### Register map, names as in the netlist

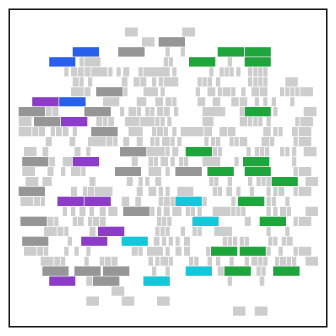
### Wiring by layer

Scale bar: 20 um.
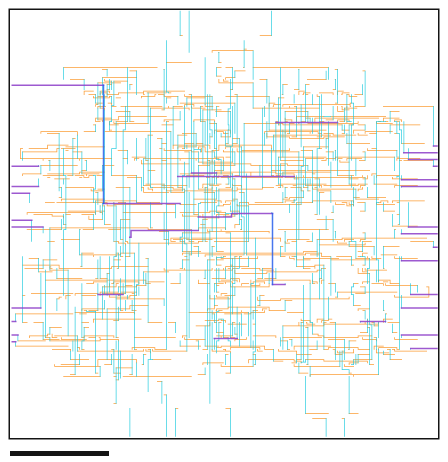
### Clock network drawn from the DEF

Scale bar: 20 um.
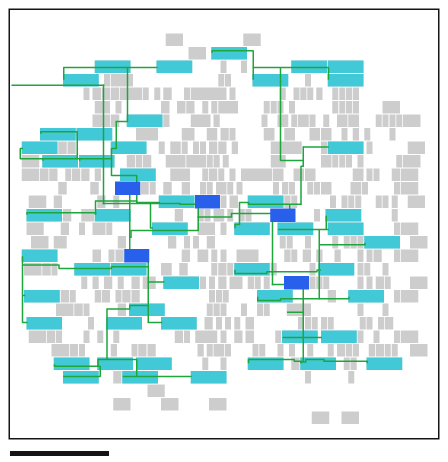
### I/O pins on the die edge

Pins as bars across the die edge, other pins in gray.
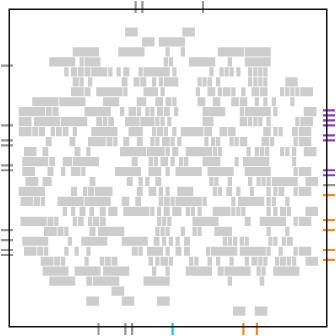
### Clock routing

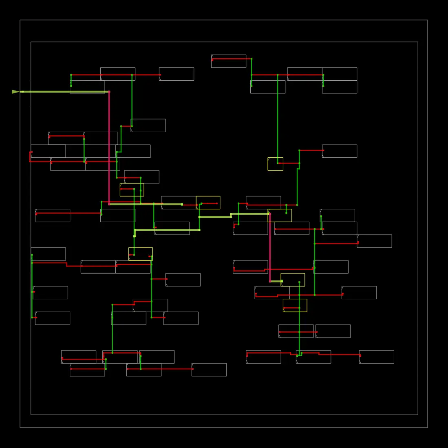
===== src/rtl/spi_cmd_master.sv =====
`default_nettype none
// ============================================================================
//  Module   : spi_cmd_master
//  Purpose  : SPI initiator (CPOL=0, CPHA=1) for the register-access SPI
//             slave. Each accepted request issues one frame, MSB first:
//               write : {0, addr[6:0]}, wdata                  (16 bits)
//               read  : {1, addr[6:0]}, 0x00 dummy, data byte  (24 bits)
//  Ports    : clk    in   system clock, rising edge
//             rst    in   synchronous active-high reset
//             start  in   request pulse, accepted only while busy=0
//             rw     in   1=read, 0=write (latched on accept)
//             addr   in   7-bit register address (latched on accept)
//             wdata  in   write data (latched on accept, unused for reads)
//             busy   out  high from cycle after accept to end of CS gap
//             done   out  one-cycle pulse as cs returns high
//             rdata  out  read result, updated only when a read completes
//             sclk   out  SPI clock, idles low
//             mosi   out  SPI data out, changes on sclk rising edges
//             cs     out  chip select, active low
//             miso   in   SPI data in, sampled on sclk falling edges
//  Revision : 1.0  initial release
// ============================================================================
module spi_cmd_master #(
    parameter int CLK_DIV = 4
) (
    input  logic       clk,
    input  logic       rst,
    input  logic       start,
    input  logic       rw,
    input  logic [6:0] addr,
    input  logic [7:0] wdata,
    output logic       busy,
    output logic       done,
    output logic [7:0] rdata,
    output logic       sclk,
    output logic       mosi,
    output logic       cs,
    input  logic       miso
);

    localparam int c_HC_W  = (CLK_DIV > 1) ? $clog2(CLK_DIV) : 1;
    localparam int c_GAP_W = $clog2(2 * CLK_DIV);

    localparam logic [c_HC_W-1:0]  c_HC_LAST  = c_HC_W'(CLK_DIV - 1);
    localparam logic [c_GAP_W-1:0] c_GAP_LAST = c_GAP_W'(2 * CLK_DIV - 1);

    localparam logic [2:0] c_ST_IDLE  = 3'd0;
    localparam logic [2:0] c_ST_SETUP = 3'd1;
    localparam logic [2:0] c_ST_SHIFT = 3'd2;
    localparam logic [2:0] c_ST_HOLD  = 3'd3;
    localparam logic [2:0] c_ST_GAP   = 3'd4;

    logic [2:0]         r_state;
    logic [c_HC_W-1:0]  r_hc;
    logic [c_GAP_W-1:0] r_gap;
    logic [4:0]         r_bit_cnt;
    logic [23:0]        r_sr;
    logic [7:0]         r_rx;
    logic               r_rw;
    logic               r_busy;
    logic               r_done;
    logic [7:0]         r_rdata;
    logic               r_sclk;
    logic               r_mosi;
    logic               r_cs;

    logic [4:0]         w_last_bit;

    assign w_last_bit = r_rw ? 5'd23 : 5'd15;

    assign busy  = r_busy;
    assign done  = r_done;
    assign rdata = r_rdata;
    assign sclk  = r_sclk;
    assign mosi  = r_mosi;
    assign cs    = r_cs;

    always_ff @(posedge clk) begin
        if (rst) begin
            r_state   <= c_ST_IDLE;
            r_hc      <= '0;
            r_gap     <= '0;
            r_bit_cnt <= '0;
            r_sr      <= '0;
            r_rx      <= '0;
            r_rw      <= 1'b0;
            r_busy    <= 1'b0;
            r_done    <= 1'b0;
            r_rdata   <= '0;
            r_sclk    <= 1'b0;
            r_mosi    <= 1'b0;
            r_cs      <= 1'b1;
        end else begin
            r_done <= 1'b0;
            case (r_state)
                c_ST_IDLE: begin
                    if (start) begin
                        // Frame is left-aligned in the shift register; a read
                        // shifts out zeros for the dummy and data bytes.
                        r_rw    <= rw;
                        r_sr    <= {rw, addr, (rw ? 8'h00 : wdata), 8'h00};
                        r_cs    <= 1'b0;
                        r_busy  <= 1'b1;
                        r_hc    <= '0;
                        r_state <= c_ST_SETUP;
                    end
                end

                c_ST_SETUP: begin
                    if (r_hc == c_HC_LAST) begin
                        r_hc      <= '0;
                        r_bit_cnt <= '0;
                        r_sclk    <= 1'b1;
                        r_mosi    <= r_sr[23];
                        r_sr      <= {r_sr[22:0], 1'b0};
                        r_state   <= c_ST_SHIFT;
                    end else begin
                        r_hc <= r_hc + 1'b1;
                    end
                end

                c_ST_SHIFT: begin
                    if (r_hc == c_HC_LAST) begin
                        r_hc <= '0;
                        if (r_sclk) begin
                            // End of high phase: falling edge, capture miso.
                            r_sclk <= 1'b0;
                            r_rx   <= {r_rx[6:0], miso};
                        end else if (r_bit_cnt == w_last_bit) begin
                            r_state <= c_ST_HOLD;
                        end else begin
                            r_bit_cnt <= r_bit_cnt + 1'b1;
                            r_sclk    <= 1'b1;
                            r_mosi    <= r_sr[23];
                            r_sr      <= {r_sr[22:0], 1'b0};
                        end
                    end else begin
                        r_hc <= r_hc + 1'b1;
                    end
                end

                c_ST_HOLD: begin
                    if (r_hc == c_HC_LAST) begin
                        r_hc    <= '0;
                        r_cs    <= 1'b1;
                        r_mosi  <= 1'b0;
                        r_done  <= 1'b1;
                        r_gap   <= '0;
                        r_state <= c_ST_GAP;
                        // Only the final eight samples (data byte) are kept.
                        if (r_rw) begin
                            r_rdata <= r_rx;
                        end
                    end else begin
                        r_hc <= r_hc + 1'b1;
                    end
                end

                c_ST_GAP: begin
                    if (r_gap == c_GAP_LAST) begin
                        r_busy  <= 1'b0;
                        r_state <= c_ST_IDLE;
                    end else begin
                        r_gap <= r_gap + 1'b1;
                    end
                end

                default: begin
                    r_state <= c_ST_IDLE;
                end
            endcase
        end
    end

endmodule
`default_nettype wire


===== config.mk =====
export PLATFORM = sky130hd
export DESIGN_NAME = spi_cmd_master
export DESIGN_NICKNAME = d
export VERILOG_FILES = /design/src/rtl/spi_cmd_master.sv
export SDC_FILE = /design/constraint.sdc
export NUM_CORES = 1
export LEC_CHECK = 0
export ABC_AREA = 1
export CAP_MARGIN = 20
export CORE_MARGIN = 2
export CORE_UTILIZATION = 38
export DETAILED_ROUTE_END_ITERATION = 7
export HOLD_SLACK_MARGIN = 0.02
export PLACE_DENSITY = 0.63
export SYNTH_ARGS = -nofsm -noshare
export SYNTH_HDL_FRONTEND = slang
export SYNTH_SLANG_ARGS = --single-unit

===== constraint.sdc =====
create_clock -name clk -period 2.7 [get_ports clk]
set_input_delay 0.54 -clock clk [delete_from_list [all_inputs] [get_ports clk]]
set_output_delay 0.54 -clock clk [all_outputs]
set_load 0.03 [all_outputs]

==> run notes <==
Update from the flow run.

The proportion of cell area occupied by multi-input gates is 42.1%. For flop-to-flop paths, the worst setup slack is 0.94 ns. The clock network takes up 3.02% of total cell area after layout. The area fraction in mux cells is 0%.

Nets still carrying antenna violations after routing amount to 0. Among the non-sequential cells, simple AND/OR/NAND/NOR gates take the most area. Looking at the VDD voltage map, the peak drop is 0.000295 V.

The depth of the worst register-to-register path is 8. In this run the top signal layer used is met4. The run finished with clean final reports. In this run the worst path has a maximum fanout of 3. In the synthesized netlist the async set-or-reset flop fraction comes to 0%.

The portion of total power attributed to combinational logic is 42.9%. Counting tap cells, the placed design contains a total of 478 instances. In the power breakdown, the internal column shows 0.00145 W.

The final timing report lists a max-slew violation count of 0. The maximum count of clock buffers along a single path is 2. The critical path is of the reg2out type.

The register bank with the most flops is r_sr. The netlist area before placement is 0.00257 mm2. The buffer share of cell area is 11.8%.

The min-delay analysis places its worst path in the category reg2reg. The cell type with the largest total area is sky130_fd_sc_hd__dfxtp_1. The initialized floorplan defines 29 standard-cell rows. The total number of warnings across the stage logs is 26.

The endpoint with the worst hold slack is rdata[0]. The post-route total power is 0.00244 W. The total leakage power is 1.41 nW.

STA puts the critical path data required time at 2.16 ns. The met1 routing resource usage after global routing is 20.0%. The final instance area is 0.00302 mm2. The number of hold buffers added after CTS was 0. The floorplan step set the die width to 86.2 um.

The number of cells on the critical path is 1. The pin closest to its max-slew limit shows a slew of 0.454 ns. The ratio of routed vias to standard cells is 4.76.

The synthesized design contains 0 enable-type register cells. In the global route stage, met2 resource usage came out at 24.8%. The cell family with the largest share of critical-path delay is buffers and inverters.

The worst setup path is captured at an output port. The final timing report lists a hold violation count of 0. According to the timing report, the critical path is launched from sclk.

The capture instance of the worst register-to-register path is r_sr[13]. The area recorded from the Yosys report for this design is 0.00257 mm2. The sequential share of power is 38.5%. The number of setup buffers added after CTS is 0. After global routing the overflow that remains totals 0. The final layout contains 432 nets.

Post-CTS repair changed the size of 0 cells. In the final layout, the share of cells above drive strength 1 is 9.07%. The floorplan report lists the tap cell count as 77.

TritonCTS built the clock tree. The worst path needs 1.93 ns of the cycle, external delays included. The top cell type's share of synthesized area is 39.7%. Per the detail_route report, DRC violations left total 0. On met3, the global router reports a usage of 2.95%. For this design the ratio of total power to cell area is 806 mW/mm2. The global routing stage identified its most utilized layer as met2. 33 I/O pins were placed.

The fill cell instance count of the final layout is 664. The count of cells in the finished layout, fillers not included, comes to 485. The worst-case setup margin in the final layout is 0.765 ns. The effective utilization at floorplan is 39.8%. The area occupied by multi-input gates is 0.00127 mm2.

Before antenna repair, the detailed router went through 4 iterations.
-- 'Register map, names as in the netlist' (at the start) --
cyan -> `r_bit_cnt`  # placed flops 5, where bottom center
blue -> `r_gap`  # placed flops 3
purple -> `r_rx`  # placed flops 8
green -> `r_sr`  # placed flops 16

-- 'Wiring by layer' (at the start) --
blue -> M4  # wire length 38.1 um
purple -> M3  # wire length 229 um
orange -> M1  # wire length 2,670 um
cyan -> M2  # wire length 2,380 um
WL/cell: 11.0 um
overall fraction of global-route tracks in use: 14.9%
Routed Wire Length: 5320 um

-- 'Clock network drawn from the DEF' (at the start) --
blue -> clock-net drivers  # count 5
green -> clock wires  # length 609 um
cyan -> flip-flops  # count 51
routed clock nets = 6
insertion delay of the later-clocked pin in the worst-skew pair: 0.30 ns
P_clk: 0.000453 W

-- 'I/O pins on the die edge' (at the start) --
orange -> `addr`  # pins 7, direction input, edge 5 right, 2 bottom
purple -> `wdata`  # pins 8, direction input, edge right
cyan -> `sclk`  # pins 1, direction output, edge bottom
all pins by edge = 14 right, 10 left, 6 bottom, 3 top

-- 'Clock routing' (at the start) --
total CTS buffers: 5
Clock buffer cells: 6
number of clock sinks: 51
flip-flops: 51

Power and IR drop assume default switching activity.
